$ cat src/rtl/hack_pkg.sv
// Shared types for the Hack data-RAM arbiter slice.
// Holds the default widths, the owner tag and the request bundle.
package hack_pkg;

   localparam int HACK_ADDR_W = 15;
   localparam int HACK_DATA_W = 16;

   typedef logic [HACK_ADDR_W-1:0] addr_t;
   typedef logic [HACK_DATA_W-1:0] word_t;

   typedef enum logic {
      OWN_CPU = 1'b0,
      OWN_DMA = 1'b1
   } owner_e;

   typedef struct packed {
      addr_t addr;
      logic  we;
      word_t wdata;
   } req_t;

endpackage

$ cat src/rtl/hack_ram_if.sv
// One requester port of the Hack RAM arbiter.
// master: requester side (valid/req out, ready/rsp in); slave: arbiter side.
interface hack_ram_if;
   import hack_pkg::*;

   logic  valid;
   logic  ready;
   req_t  req;
   logic  rsp_valid;
   word_t rsp_rdata;

   modport master (
      output valid, req,
      input  ready, rsp_valid, rsp_rdata
   );

   modport slave (
      input  valid, req,
      output ready, rsp_valid, rsp_rdata
   );

endinterface

$ cat src/rtl/hack_rr_starve_ctr.sv
// Saturating wait counter with a starve flag for a low-priority requester.
// Ports: clk, reset, req_valid, grant in; starve out (wait_cnt == MAX_WAIT).
module hack_rr_starve_ctr #(
   parameter int MAX_WAIT = 4
) (
   input  logic clk,
   input  logic reset,
   input  logic req_valid,
   input  logic grant,
   output logic starve
);

   localparam logic [3:0] LIMIT = 4'(MAX_WAIT);

   logic [3:0] wait_cnt;

   always_ff @(posedge clk) begin
      if (reset) begin
         wait_cnt <= '0;
      end else if (!req_valid || grant) begin
         wait_cnt <= '0;
      end else if (wait_cnt != LIMIT) begin
         wait_cnt <= wait_cnt + 4'd1;
      end
   end

   assign starve = (wait_cnt == LIMIT);

endmodule

$ cat src/rtl/hack_ram_arbiter.sv
// Two-port arbiter in front of the single-port Hack data RAM.
// Ports: clk, reset; port0 (CPU, high priority) and port1 (screen/DMA,
// bounded starvation) as hack_ram_if slaves; mem_addr/mem_load/mem_in out
// to the RAM, mem_out in (data for the address of the previous cycle).
module hack_ram_arbiter
   import hack_pkg::*;
#(
   parameter int ADDR_W   = HACK_ADDR_W,
   parameter int DATA_W   = HACK_DATA_W,
   parameter int MAX_WAIT = 4
) (
   input  logic              clk,
   input  logic              reset,
   hack_ram_if.slave         port0,
   hack_ram_if.slave         port1,
   output logic [ADDR_W-1:0] mem_addr,
   output logic              mem_load,
   output logic [DATA_W-1:0] mem_in,
   input  logic [DATA_W-1:0] mem_out
);

   logic              gnt0;
   logic              gnt1;
   logic              gnt;
   logic              starve;
   req_t              sel;
   logic [ADDR_W-1:0] addr_q;
   logic [DATA_W-1:0] in_q;
   logic              pend_q;
   owner_e            owner_q;
   logic [DATA_W-1:0] rdata0_q;
   logic [DATA_W-1:0] rdata1_q;
   logic              rsp0_valid;
   logic              rsp1_valid;
   logic [DATA_W-1:0] rsp0_rdata;
   logic [DATA_W-1:0] rsp1_rdata;

   hack_rr_starve_ctr #(
      .MAX_WAIT (MAX_WAIT)
   ) u_ctr (
      .clk       (clk),
      .reset     (reset),
      .req_valid (port1.valid),
      .grant     (gnt1),
      .starve    (starve)
   );

   // Overlapping conditions are intentional: first match wins.
   always_comb begin
      gnt0 = 1'b0;
      gnt1 = 1'b0;
      if (!reset) begin
         priority case (1'b1)
            starve && port1.valid: gnt1 = 1'b1;
            port0.valid:           gnt0 = 1'b1;
            port1.valid:           gnt1 = 1'b1;
            default:               ;
         endcase
      end
   end

   assign gnt = gnt0 | gnt1;
   assign sel = gnt1 ? port1.req : port0.req;

   assign port0.ready = gnt0;
   assign port1.ready = gnt1;

   // Idle cycles replay the last address/data so the bus never floats.
   always_comb begin
      mem_load = gnt & sel.we;
      mem_addr = addr_q;
      mem_in   = in_q;
      if (reset) begin
         mem_addr = '0;
         mem_in   = '0;
      end else if (gnt) begin
         mem_addr = sel.addr;
         mem_in   = sel.wdata;
      end
   end

   always_ff @(posedge clk) begin
      if (reset) begin
         addr_q <= '0;
         in_q   <= '0;
      end else if (gnt) begin
         addr_q <= sel.addr;
         in_q   <= sel.wdata;
      end
   end

   always_ff @(posedge clk) begin
      if (reset) begin
         pend_q   <= 1'b0;
         owner_q  <= OWN_CPU;
         rdata0_q <= '0;
         rdata1_q <= '0;
      end else begin
         pend_q   <= gnt & ~sel.we;
         owner_q  <= gnt1 ? OWN_DMA : OWN_CPU;
         rdata0_q <= rsp0_rdata;
         rdata1_q <= rsp1_rdata;
      end
   end

   // Non-owner rdata keeps its last value; rsp_valid qualifies it.
   always_comb begin
      rsp0_valid = ~reset & pend_q & (owner_q == OWN_CPU);
      rsp1_valid = ~reset & pend_q & (owner_q == OWN_DMA);
      rsp0_rdata = rsp0_valid ? mem_out : rdata0_q;
      rsp1_rdata = rsp1_valid ? mem_out : rdata1_q;
      if (reset) begin
         rsp0_rdata = '0;
         rsp1_rdata = '0;
      end
   end

   assign port0.rsp_valid = rsp0_valid;
   assign port0.rsp_rdata = rsp0_rdata;
   assign port1.rsp_valid = rsp1_valid;
   assign port1.rsp_rdata = rsp1_rdata;

endmodule

$ cat src/flat_wrapper.sv
// flat-port wrapper written by rule: the top's interface ports become plain ports
module hack_ram_arbiter_flat import hack_pkg::*;
#(
   parameter int ADDR_W   = HACK_ADDR_W,
   parameter int DATA_W   = HACK_DATA_W,
   parameter int MAX_WAIT = 4
)
  (clk, reset, mem_addr, mem_load, mem_in, mem_out, port0_valid, port0_req, port0_ready, port0_rsp_valid, port0_rsp_rdata, port1_valid, port1_req, port1_ready, port1_rsp_valid, port1_rsp_rdata);
  hack_ram_if port0_i ();
  hack_ram_if port1_i ();
  input  logic clk;
  input  logic reset;
  output logic [ADDR_W-1:0] mem_addr;
  output logic mem_load;
  output logic [DATA_W-1:0] mem_in;
  input  logic [DATA_W-1:0] mem_out;
  input wire logic [$bits(port0_i.valid)-1:0] port0_valid;
  input wire logic [$bits(port0_i.req)-1:0] port0_req;
  output wire logic [$bits(port0_i.ready)-1:0] port0_ready;
  output wire logic [$bits(port0_i.rsp_valid)-1:0] port0_rsp_valid;
  output wire logic [$bits(port0_i.rsp_rdata)-1:0] port0_rsp_rdata;
  input wire logic [$bits(port1_i.valid)-1:0] port1_valid;
  input wire logic [$bits(port1_i.req)-1:0] port1_req;
  output wire logic [$bits(port1_i.ready)-1:0] port1_ready;
  output wire logic [$bits(port1_i.rsp_valid)-1:0] port1_rsp_valid;
  output wire logic [$bits(port1_i.rsp_rdata)-1:0] port1_rsp_rdata;
  assign port0_i.valid = port0_valid;
  assign port0_i.req = port0_req;
  assign port0_ready = port0_i.ready;
  assign port0_rsp_valid = port0_i.rsp_valid;
  assign port0_rsp_rdata = port0_i.rsp_rdata;
  assign port1_i.valid = port1_valid;
  assign port1_i.req = port1_req;
  assign port1_ready = port1_i.ready;
  assign port1_rsp_valid = port1_i.rsp_valid;
  assign port1_rsp_rdata = port1_i.rsp_rdata;
  hack_ram_arbiter #(.ADDR_W(ADDR_W), .DATA_W(DATA_W), .MAX_WAIT(MAX_WAIT)) u_core (.clk(clk), .reset(reset), .port0(port0_i), .port1(port1_i), .mem_addr(mem_addr), .mem_load(mem_load), .mem_in(mem_in), .mem_out(mem_out));
endmodule
$ cat config.mk
export PLATFORM = sky130hd
export DESIGN_NAME = hack_ram_arbiter_flat
export DESIGN_NICKNAME = d
export VERILOG_FILES = /design/src/rtl/hack_pkg.sv /design/src/rtl/hack_ram_if.sv /design/src/rtl/hack_rr_starve_ctr.sv /design/src/rtl/hack_ram_arbiter.sv /design/src/flat_wrapper.sv
export SDC_FILE = /design/constraint.sdc
export NUM_CORES = 1
export LEC_CHECK = 0
export CAP_MARGIN = 20
export CORE_MARGIN = 2
export CORE_UTILIZATION = 45
export CTS_CLUSTER_SIZE = 14
export DETAILED_ROUTE_END_ITERATION = 8
export MAX_ROUTING_LAYER = met4
export PLACE_DENSITY = 0.81
export SETUP_SLACK_MARGIN = 0.4
export SLEW_MARGIN = 20
export SYNTH_ARGS = -nofsm -noshare
export SYNTH_HDL_FRONTEND = slang
export SYNTH_SLANG_ARGS = --single-unit
$ cat constraint.sdc
create_clock -name clk -period 2.2 [get_ports clk]
set_input_delay 0.44 -clock clk [delete_from_list [all_inputs] [get_ports clk]]
set_output_delay 0.44 -clock clk [all_outputs]
set_load 0.02 [all_outputs]
==> CHANGELOG.md <==
## Implementation

- Via count: 4838
- Failing checks: negative setup slack
- Clock skew: 0.0185 ns
- Final max-slew violation count: 0
- Antenna Nets Post-Route: 0
- Worst R2R Start: u_core.u_ctr.wait_cnt[1]
- Post-synth top cells: dfxtp_1 (69), nand2_1 (64), nor3b_1 (62)
- Pwr Density: 476 nW/um2
- # port buffers: 151
- First-pass GRT wire length: 23.5 mm
- Drt pass-1 iters: 5
- Status: finished with violations
- Final setup viols: 34
- Sw Share: 0.296
- Yosys top cell by instances: dfxtp_1
- Vias per inst: 5.89
- GP Congestion: 0.806
- Clock power frac: 0.342
- Top cell area share: 0.333
- Clk latency late pin: 0.35 ns
- Setup ws final: -0.168 ns
- Slew of the pin with the lowest slew margin: between 0.3 and 0.4 ns
- Number of global-route vias before repair: 4825
- Worst rel slew slack: 0.759
- DRC: 0
- Syn_area_per_cell: 9.06 um2
- GRT Residual Overflow: 0
- R2R depth: 11
-- worst register-to-register path, stage by stage, from the launching register on --
cell	delay (ns)
dfxtp_2	0.34
inv_2	0.06
ha_4	0.16
nand3b_4	0.11
buf_6	0.14
mux2_4	0.30
nor3_4	0.15
buf_4	0.14
buf_6	0.08
buf_6	0.08
buf_6	0.08
buf_6	0.08
-- layout make-up --
class | count | area (um2) | share of cell area
Multi-Input combinational cell | 342 | 3360 | 0.417
Clock inverter | 6 | 113 | 0.0140
Tap cell | 111 | 139 | 0.0172
Inverter | 7 | 31.3 | 0.00388
Timing Repair Buffer | 278 | 2900 | 0.360
Clock buffer | 9 | 124 | 0.0154
Sequential cell | 69 | 1390 | 0.172
-- layer usage --
layer	vias to the layer above	global-route usage	part of all wire
li1	2140	-	-
met1	2362	0.350	0.38
met2	266	0.530	0.51
met3	70	0.0634	0.070
met4	0	0.0991	0.039
met5	-	-	0
-- per-stage QoR --
| stage | util | hold WS [ns] | std cells | TNS, ns | setup slack (ns) |
|---|---|---|---|---|---|
| floorplan | - | 0.418 | 458 | 0 | 0.301 |
| global placement | 0.744 | 0.463 | 766 | -10.38 | -0.286 |
| detailed placement | 0.744 | 0.472 | 766 | -11.10 | -0.350 |
| CTS | 0.819 | 0.487 | 803 | -2.38 | -0.121 |
| global route | 0.885 | 0.550 | 822 | -4.96 | -0.209 |
| finish | 0.885 | 0.532 | 822 | -3.03 | -0.168 |
-- registers in the layout, summed over array words and instances (netlist names) --
name	cells
u_core.addr_q	15
u_core.in_q	16
u_core.owner_q	1
u_core.pend_q	1
u_core.rdata0_q	16
u_core.rdata1_q	16
u_core.u_ctr.wait_cnt	4
-- kinds of logic after synthesis --
logic type	Yosys count	synth area share
and+or+nand+nor	208	0.328
DFF	69	0.333
AOI/OAI and AO/OA	67	0.0925
muxes	63	0.180
buffers and inverters	48	0.0588
adders and majority gates	2	0.00603
xor gates and xnor gates	1	0.00211
-- cells in the final DEF, fill, tap and decap left out, types with 3 or more instances in the layout --
master / count
nand2_2: 22
o21ai_4: 9
o21ai_0: 16
nor2_1: 5
nand2_1: 17
nor3_4: 31
dfxtp_1: 65
mux2_4: 30
nand3b_4: 3
buf_4: 91
o21ai_2: 8
mux2_2: 32
clkbuf_8: 9
inv_1: 4
clkdlybuf4s50_1: 80
nand2b_1: 18
dfxtp_2: 3
buf_12: 15
buf_8: 5
bufinv_16: 3
nand3b_1: 16
buf_16: 3
o22ai_1: 13
nand2_4: 24
buf_6: 80
o22ai_2: 18
nor3b_1: 62
-- power groups by stage --
stage	clock (uW)	combinational, uW	sequential (uW)
final	1310	1180	1340
after global routing	1370	1230	1350
after CTS	1300	1080	1340
after detailed placement	0	988	1360
after global placement	0	958	1360
after floorplan	0	528	1360
-- repair_timing --
action	4_1_cts	5_1_grt
endpoints found under the setup margin	68	69
gates resized	451	113
hold endpoints to repair	0	0
buffers inserted	18	17
pin swaps	11	30
cloned	4	2
hold buffers	0	0
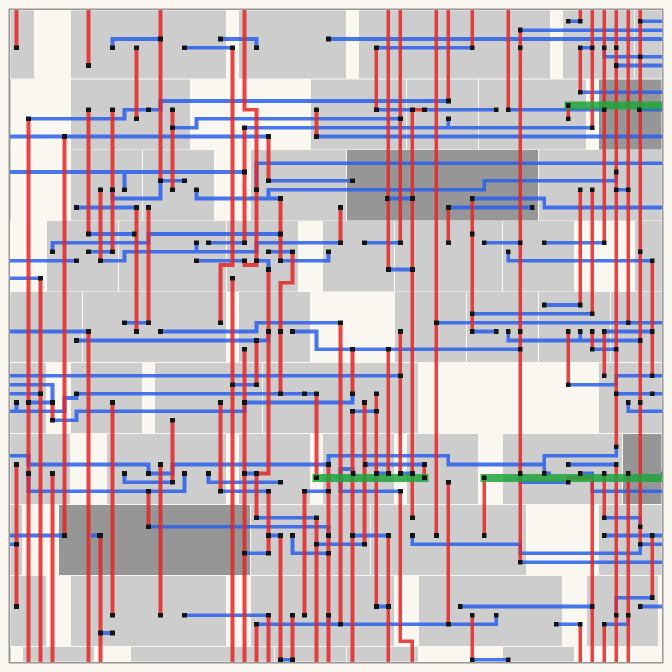
Figure 1: zoomed window.
Region (63, 13) to (88, 38) um. Cells in gray, sequential cells in the stronger gray; small squares are vias.
Green stands for M3. Blue stands for M1. Red stands for M2.
Most frequent: nor3b_1 (11), buf_4 (9), o22ai_2 (5). Netlist names of flops here include `u_core.in_q` (2). Sequential cells in the window: 2. 44 logic cells have their middle in the window.

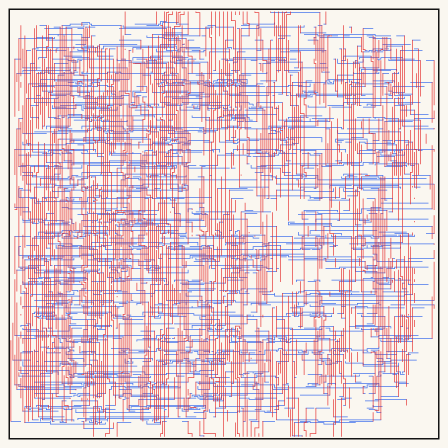
Figure 2: routed metal, one color a layer.
Two of the layers only.
Blue stands for M1, wire length 7180 um. Red stands for M2, wire length 9570 um.

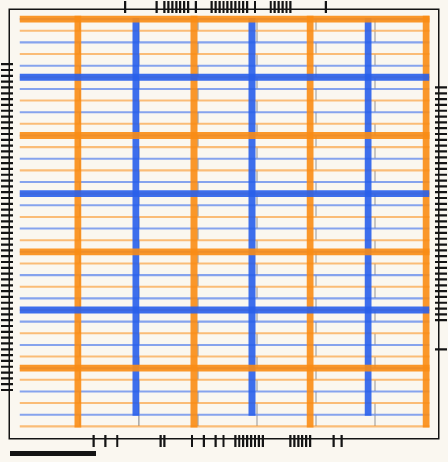
Figure 3: PDN straps and rails.
Scale bar: 20 um. Pins as bars on the die edge. Tap cells in gray.
Blue stands for VDD. Orange stands for VSS.
7 straps on met4. 152 signal pins sit on the boundary.

Power and IR drop assume default switching activity.
